==> src/rtl/guess_entry_ctrl.sv <==
// rtl/guess_entry_ctrl.sv - keypad debounce and 4-digit guess entry controller
//
// Purpose: synchronizes and debounces the keypad key_down level, turns each
// debounced press into a single key event, and edits a 4-digit entry buffer
// that is offered to the game logic through a valid/ready handshake.
//
// Ports:
//   clk          100 MHz clock (only clock)
//   rst          synchronous active-high reset
//   key_down     raw, bouncy, asynchronous "any key held" level
//   key_code     hex code of the held key
//   guess_ready  game logic accepts the offered guess
//   guess_valid  a complete 4-digit guess is offered
//   guess        submitted guess, [15:12] is the first digit entered
//   disp_digits  live entry buffer
//   disp_mask    bit i set when nibble i of disp_digits is occupied
//   reject       one-cycle pulse when a debounced key is ignored
module guess_entry_ctrl #(
  parameter int DEBOUNCE_CYCLES = 1000000
) (
  input  logic        clk,
  input  logic        rst,
  input  logic        key_down,
  input  logic [3:0]  key_code,
  input  logic        guess_ready,
  output logic        guess_valid,
  output logic [15:0] guess,
  output logic [15:0] disp_digits,
  output logic [3:0]  disp_mask,
  output logic        reject
);

  // The first high sample is taken in RELEASED, so PRESS_PEND counts the
  // remaining DEBOUNCE_CYCLES-1 samples as 0..DEBOUNCE_CYCLES-2.
  localparam int CW = (DEBOUNCE_CYCLES > 2) ? $clog2(DEBOUNCE_CYCLES) : 1;
  localparam logic [CW-1:0] CNT_LAST = CW'(DEBOUNCE_CYCLES - 2);

  typedef enum logic [1:0] {
    RELEASED     = 2'd0,
    PRESS_PEND   = 2'd1,
    PRESSED      = 2'd2,
    RELEASE_PEND = 2'd3
  } db_state_t;

  typedef enum logic {
    ENTRY  = 1'b0,
    SUBMIT = 1'b1
  } en_state_t;

  // ---------------- synchronizer ----------------
  logic       key_s1, key_s2;
  logic       key_sync;
  logic [1:0] prime;
  logic       armed;

  assign key_sync = key_s2;

  // prime[1] marks the point where key_s2 holds a real sample rather than its
  // reset value. armed stays low until a genuine low is seen, so a key held
  // through reset cannot produce an event until it is released and pressed.
  always_ff @(posedge clk) begin
    if (rst) begin
      key_s1 <= 1'b0;
      key_s2 <= 1'b0;
      prime  <= 2'b00;
      armed  <= 1'b0;
    end else begin
      key_s1 <= key_down;
      key_s2 <= key_s1;
      prime  <= {prime[0], 1'b1};
      armed  <= armed | (prime[1] & ~key_sync);
    end
  end

  // ---------------- debounce FSM ----------------
  db_state_t     db_state, db_next;
  logic [CW-1:0] db_cnt, cnt_next;
  logic          evt_next;
  logic          key_evt;
  logic [3:0]    key_val;

  always_ff @(posedge clk) begin
    if (rst) begin
      db_state <= RELEASED;
      db_cnt   <= '0;
      key_evt  <= 1'b0;
      key_val  <= 4'h0;
    end else begin
      db_state <= db_next;
      db_cnt   <= cnt_next;
      key_evt  <= evt_next;
      if (evt_next) key_val <= key_code;
    end
  end

  always_comb begin
    db_next  = db_state;
    cnt_next = db_cnt;
    case (db_state)
      RELEASED: begin
        if (key_sync && armed) begin
          db_next  = PRESS_PEND;
          cnt_next = '0;
        end
      end
      PRESS_PEND: begin
        if (!key_sync) begin
          db_next = RELEASED;
        end else if (db_cnt == CNT_LAST) begin
          db_next = PRESSED;
        end else begin
          cnt_next = db_cnt + 1'b1;
        end
      end
      PRESSED: begin
        if (!key_sync) begin
          db_next  = RELEASE_PEND;
          cnt_next = '0;
        end
      end
      RELEASE_PEND: begin
        if (key_sync) begin
          db_next = PRESSED;
        end else if (db_cnt == CNT_LAST) begin
          db_next = RELEASED;
        end else begin
          cnt_next = db_cnt + 1'b1;
        end
      end
      default: db_next = RELEASED;
    endcase
  end

  // Event fires only on the PRESS_PEND -> PRESSED transition, never while held.
  always_comb begin
    evt_next = (db_state == PRESS_PEND) && key_sync && (db_cnt == CNT_LAST);
  end

  // ---------------- entry FSM ----------------
  en_state_t   en_state, en_next;
  logic [2:0]  count, count_next;
  logic [15:0] buffer, buffer_next;
  logic [15:0] guess_r, guess_next;
  logic        reject_r, reject_next;

  always_ff @(posedge clk) begin
    if (rst) begin
      en_state <= ENTRY;
      count    <= 3'd0;
      buffer   <= 16'h0000;
      guess_r  <= 16'h0000;
      reject_r <= 1'b0;
    end else begin
      en_state <= en_next;
      count    <= count_next;
      buffer   <= buffer_next;
      guess_r  <= guess_next;
      reject_r <= reject_next;
    end
  end

  always_comb begin
    en_next     = en_state;
    count_next  = count;
    buffer_next = buffer;
    guess_next  = guess_r;
    reject_next = 1'b0;
    case (en_state)
      ENTRY: begin
        if (key_evt) begin
          if (key_val <= 4'd9) begin
            if (count < 3'd4) begin
              buffer_next = {buffer[11:0], key_val};
              count_next  = count + 3'd1;
            end else begin
              reject_next = 1'b1;
            end
          end else if (key_val == 4'hA) begin
            if (count != 3'd0) begin
              buffer_next = {4'h0, buffer[15:4]};
              count_next  = count - 3'd1;
            end else begin
              reject_next = 1'b1;
            end
          end else if (key_val == 4'hB) begin
            buffer_next = 16'h0000;
            count_next  = 3'd0;
          end else if (key_val == 4'hE) begin
            if (count == 3'd4) begin
              guess_next = buffer;
              en_next    = SUBMIT;
            end else begin
              reject_next = 1'b1;
            end
          end else begin
            reject_next = 1'b1;
          end
        end
      end
      SUBMIT: begin
        if (key_evt) reject_next = 1'b1;
        if (guess_ready) begin
          en_next     = ENTRY;
          buffer_next = 16'h0000;
          count_next  = 3'd0;
        end
      end
      default: en_next = ENTRY;
    endcase
  end

  // ---------------- outputs ----------------
  always_comb begin
    guess_valid = (en_state == SUBMIT);
    guess       = guess_r;
    disp_digits = buffer;
    reject      = reject_r;
    case (count)
      3'd0:    disp_mask = 4'b0000;
      3'd1:    disp_mask = 4'b0001;
      3'd2:    disp_mask = 4'b0011;
      3'd3:    disp_mask = 4'b0111;
      default: disp_mask = 4'b1111;
    endcase
  end

endmodule

==> config.mk <==
export PLATFORM = sky130hd
export DESIGN_NAME = guess_entry_ctrl
export DESIGN_NICKNAME = d
export VERILOG_FILES = /design/src/rtl/guess_entry_ctrl.sv
export SDC_FILE = /design/constraint.sdc
export NUM_CORES = 1
export LEC_CHECK = 0
export ABC_AREA = 1
export CORE_MARGIN = 2
export CORE_UTILIZATION = 50
export CTS_CLUSTER_SIZE = 8
export DETAILED_ROUTE_END_ITERATION = 16
export PLACE_DENSITY = 0.79
export SLEW_MARGIN = 20
export SYNTH_ARGS = -nofsm -noshare
export SYNTH_HDL_FRONTEND = slang
export SYNTH_SLANG_ARGS = --single-unit
==> constraint.sdc <==
create_clock -name clk -period 4 [get_ports clk]
set_input_delay 0.6 -clock clk [delete_from_list [all_inputs] [get_ports clk]]
set_output_delay 0.6 -clock clk [all_outputs]
set_load 0.01 [all_outputs]
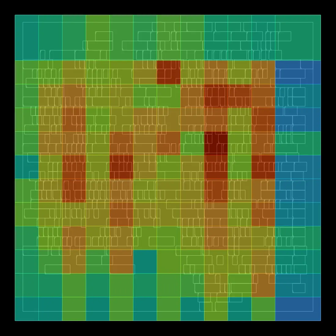
**Above:** run 1 (congestion heat map).
GRT Util Overall: 0.2211
Final Core Density: 0.6057
GRT met1 Usage: 0.2738
met3 Use GR: 0.05263
DR WL/cell: 12.11 um

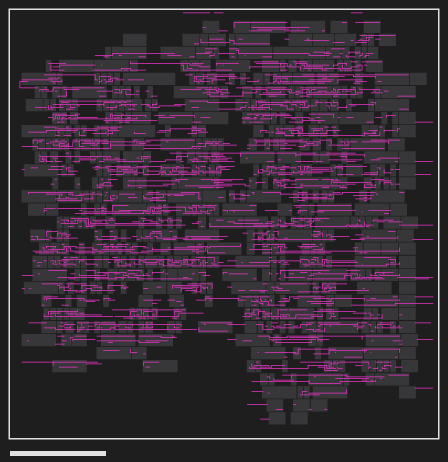
**Above:** run 1 (signal wires on met1).
Bar = 20 um. Cells faint in the background.
main direction = horizontal
longest straight run = 26.2 um
Via Count: 3494
final WL: 8296 um

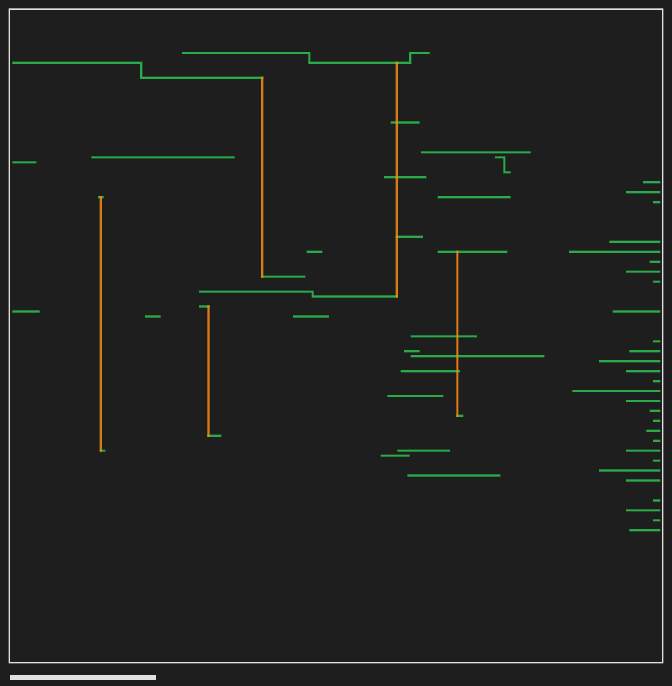
**Above:** run 1 (signal wires by layer).
Bar = 20 um. Two of the layers only.
green -> metal 3  # wire length 364 um
orange -> metal 4  # wire length 134 um

==> results_slide.txt, run 1 <==
Physical Implementation Snapshot

Status
  – Outcome: completed

Power and ir drop
  – Pwr per Cell Area: 315.6 nW/um2
  – Top power group: sequential cells
  – Max VDD drop: 0.2178 mV
  – Clock share of power: 0.468
  – P_sw: 0.3081 mW
  – Power in sequential cells: 0.692 mW
  – Comb pwr: 0.0345 mW
  – Leak pwr: 1.611 nW
  – Gate power share: 0.025
  – Internal Power: 1.056 mW

STA
  – Relative max-transition margin: 0.4003
  – Slew Viols, Final: 0
  – Fin Hold WS: 0.4130 ns
  – Final Worst Setup Slack: 1.250 ns
  – Max Clock Freq: 363.6 MHz
  – Setup Skew: 0.009091 ns

Finish
  – Register area: 1381 um2
  – Combinational gates: 406
  – Combinational Area: 1949 um2
  – Largest register by flop count: db_cnt
  – Non-clk buf share: 0.1059
  – Comb/total area: 0.4509
  – Filler instances: 685
  – Non-clk invs: 49
  – Largest register FFs: 20
  – Clock buffers: 9
  – Most frequent logic cells in the routed design: 119 x nor2_1, 118 x nand2_1, 69 x dfxtp_1
  – Post-route insts no fill: 685
  – Dominant logic cell type in the layout: nor2_1

Routing
  – Routed length on met3: 363 um
  – 1st-pass router iterations: 4
  – DRT iter0 DRCs: 98
  – M1 WL: 3746 um
  – Vias per inst: 5.101

Worst setup path
  – Crit path DRT: 3.40 ns
  – Critical path cell sequence: inv_1 > ha_1 > a21oi_1 > nand2_1 > inv_1 > or2_2 > clkdlybuf4s50_1
  – R2R Path End: db_cnt[0]$_SDFFE_PP0P_
  – Setup slack, reg-to-reg: 2.05 ns
  – Setup CP Type: register to output pin
  – CP endpoint kind: output pin
  – Critical Path Source Type: register
  – CP bufs+invs: 3

Clock network
  – Insertion Delay late pin: 0.35 ns
  – Clk pin slew, worst setup/hold paths: 0.08 ns
  – H-Tree Depth: 3
  – Post-CTS Setup Bufs: 0
  – CTS max path bufs: 2
  – Total CTS buffers: 9
  – CTS root buf: clkbuf_8
  – # hold bufs at CTS: 0
  – CTS tree: done

Synthesis
  – Area fraction in xor and xnor cells: 0.01932
  – Yosys cell types: 32
  – Most area-consuming cells after synthesis: dfxtp_1 38%, nor2_1 12%, nand2_1 12%
  – Yosys stat area: 3627 um2
  – Syn Nets: 557
  – YS warnings: 0
  – Comb area leader: simple AND/OR/NAND/NOR gates
  – Cells after Synth: 541
  – Post-Synth AOI/OAI Area: 0.1111
  – Simple share: 0.3794
  – Mux share: 0
  – Post-synth EDFFs: 0

GRT
  – Overflow after GRT: 0
  – Number of antenna violations at the first check in global routing: 0
  – Largest net degree at the start of global routing: 36
  – Vias in the first global route: 3171

Place
  – Cell area after placement: 4101 um2
  – RD Place Congestion: 0.8951
  – Cells after DPL: 669
  – Port buffer count: 45
  – Dpl hpwl: 5918 um

Flow run
  – Max-cap viol count: 0

Worst hold path
  – Hold depth: 2
  – End of the worst hold path: prime[1]$_SDFF_PP0_

Floorplan
  – Die area: 7952 um2
  – Rows: 31
  – Die height: 89.18 um
run 1: worst max-delay path by stage:
stage                               start                     end  slack, ns  cells after the start
floorplan           count[0]$_SDFFE_PP0P_            disp_mask[2]       2.24                      6
global placement                      rst   guess[0]$_SDFFE_PP0P_       1.69                      5
detailed placement                    rst  db_cnt[0]$_SDFFE_PP0P_       1.60                      5
CTS                 count[2]$_SDFFE_PP0P_            disp_mask[2]       1.27                      7
global route        count[2]$_SDFFE_PP0P_            disp_mask[2]       1.19                      7
finish              count[2]$_SDFFE_PP0P_            disp_mask[2]       1.25                      7
run 1: per-layer routing:
layer  global-route usage  vias to the layer above
met5                    0                        -
met4              0.05292                        0
met3              0.05263                       11
met2               0.3879                       80
met1               0.2738                     1594
li1                     -                     1809
**Run 1: wiring heat map**

The die is cut into 18 by 18 equal tiles; white is low, dark blue is high, scaled to the fullest tile. Values are wire area over tile area, all layers added.
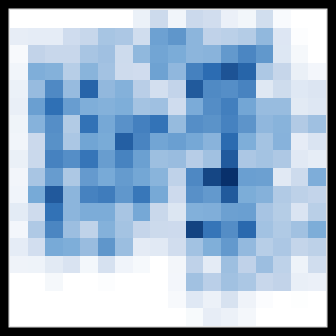

==> run 2: changes to the inputs <==
==> constraint.sdc (replaced) <==
create_clock -name clk -period 2.85 [get_ports clk]
set_input_delay 0.4275 -clock clk [delete_from_list [all_inputs] [get_ports clk]]
set_output_delay 0.4275 -clock clk [all_outputs]
set_load 0.01 [all_outputs]
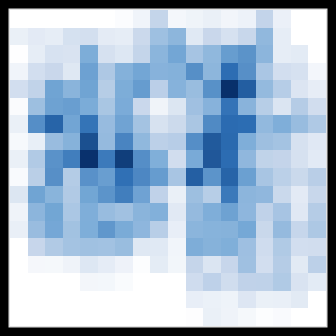
**Above:** run 2 (wiring heat map).
The die is cut into 18 by 18 equal tiles; white is low, dark blue is high, scaled to the fullest tile. Values are wire area over tile area, all layers added.
mean over tiles = 0.18
tiles over half the peak = 18%
emptiest ninth of the die = south-west
nearly empty tiles = 15%

==> run 2 against run 1 <==
Against the previous run: non-clock buffer count did not move; sequential share of layout area is 0.16 points higher; final area decreased by 0.49%; via count increased by 3.4%; final cell count did not move; global-route usage increased by 1.5 points; clock power rose by about 30%; worst hold slack worse by 0.0055 ns; combinational power up 41%; sequential cell count is the same; synthesized cell count stayed put; highest routed layer unchanged; total power grew 36%.
==> results_slide.txt, run 2 <==
Physical Implementation Snapshot

Power and ir drop
  – Internal Power: 1.416 mW
  – P_sw: 0.4337 mW
  – Comb pwr: 0.0487 mW
  – Pwr per Cell Area: 429.9 nW/um2
  – Leak pwr: 1.600 nW
  – Clock share of power: 0.449
  – Gate power share: 0.026

Worst setup path
  – Critical path cell sequence: inv_1 > ha_1 > o21ai_0 > nand2_1 > inv_1 > or2_2 > clkdlybuf4s50_1
  – Critical Path Source Type: register
  – Setup CP Type: register to output pin
  – R2R Path End: disp_digits[2]$_SDFFE_PP0P_
  – Worst path depth: 7
  – CP endpoint: disp_mask[2]
  – Setup slack, reg-to-reg: 0.85 ns
  – CP endpoint kind: output pin
  – Crit path DRT: 2.42 ns

Finish
  – Filler instances: 684
  – Non-clk invs: 49
  – Combinational gates: 406
  – Largest register FFs: 20
  – Register area: 1381 um2
  – Clock buffers: 11
  – Dominant logic cell type in the layout: nor2_1
  – NumNets Final: 597
  – Comb/total area: 0.4532
  – Final Core Density: 0.6027
  – Non-clk buf share: 0.1065

Place
  – Cells after DPL: 669
  – Cell area after placement: 4101 um2
  – RD Place Congestion: 0.8888
  – Dpl hpwl: 6233 um

Synthesis
  – Comb area leader: simple AND/OR/NAND/NOR gates
  – Syn Nets: 557
  – Most area-consuming cells after synthesis: dfxtp_1 38%, nor2_1 12%, nand2_1 12%
  – Area fraction in xor and xnor cells: 0.01932
  – YS warnings: 0
  – Yosys cell types: 32
  – Post-synth EDFFs: 0

Clock network
  – Insertion Delay late pin: 0.35 ns
  – Clk pin slew, worst setup/hold paths: 0.08 ns
  – CTS max path bufs: 2
  – CTS root buf: clkbuf_8
  – Post-CTS Setup Bufs: 0
  – Total CTS buffers: 9
  – # hold bufs at CTS: 0
  – CTS tree: done

STA
  – Slew Viols, Final: 0
  – Final Worst Setup Slack: 0.2331 ns
  – Setup Skew: 0.01043 ns
  – Relative max-transition margin: 0.3650
  – Max Clock Freq: 382.1 MHz

Routing
  – 1st-pass router iterations: 4
  – DR WL/cell: 12.88 um
  – Final WL: 8825 um
  – Vias per inst: 5.276
  – Via Count: 3614
  – DRT iter0 DRCs: 144

Floorplan
  – Die area: 7952 um2
  – Rows: 31

GRT
  – Number of antenna violations at the first check in global routing: 0
  – First-pass GRT wire length: 14780 um
  – Overflow after GRT: 0
  – GRT Util Overall: 0.2358
  – Largest net degree at the start of global routing: 36
  – Vias in the first global route: 3408

Worst hold path
  – End of the worst hold path: key_s2$_SDFF_PP0_
  – Hold depth: 2

Status
  – Outcome: completed
## run 2: cell counts after synthesis
No cell type changed its count.
## run 2: stage by stage
stage / hold WS, ns / total power [mW]
floorplan: 0.3883 / 1.024
global placement: 0.3947 / 1.041
finish: 0.4076 / 1.849
global route: 0.4208 / 1.911
CTS: 0.4107 / 1.855
detailed placement: 0.4001 / 1.042
## run 2: routing by layer
metal | up-vias | wire length [um] | GRT usage
met5 | - | 0 | 0
li1 | 1806 | - | -
met2 | 115 | 4424 | 0.4189
met3 | 9 | 540 | 0.06464
met1 | 1684 | 3778 | 0.2749
met4 | 0 | 81 | 0.07463
## run 2: cells by family after synthesis
kind of cell | count (synthesis)
simple gates | 314
compound gates | 76
fa+ha+maj | 8
xor+xnor | 8
buf+inv | 66
flops | 69
Power is estimated from default activity; no workload was simulated.
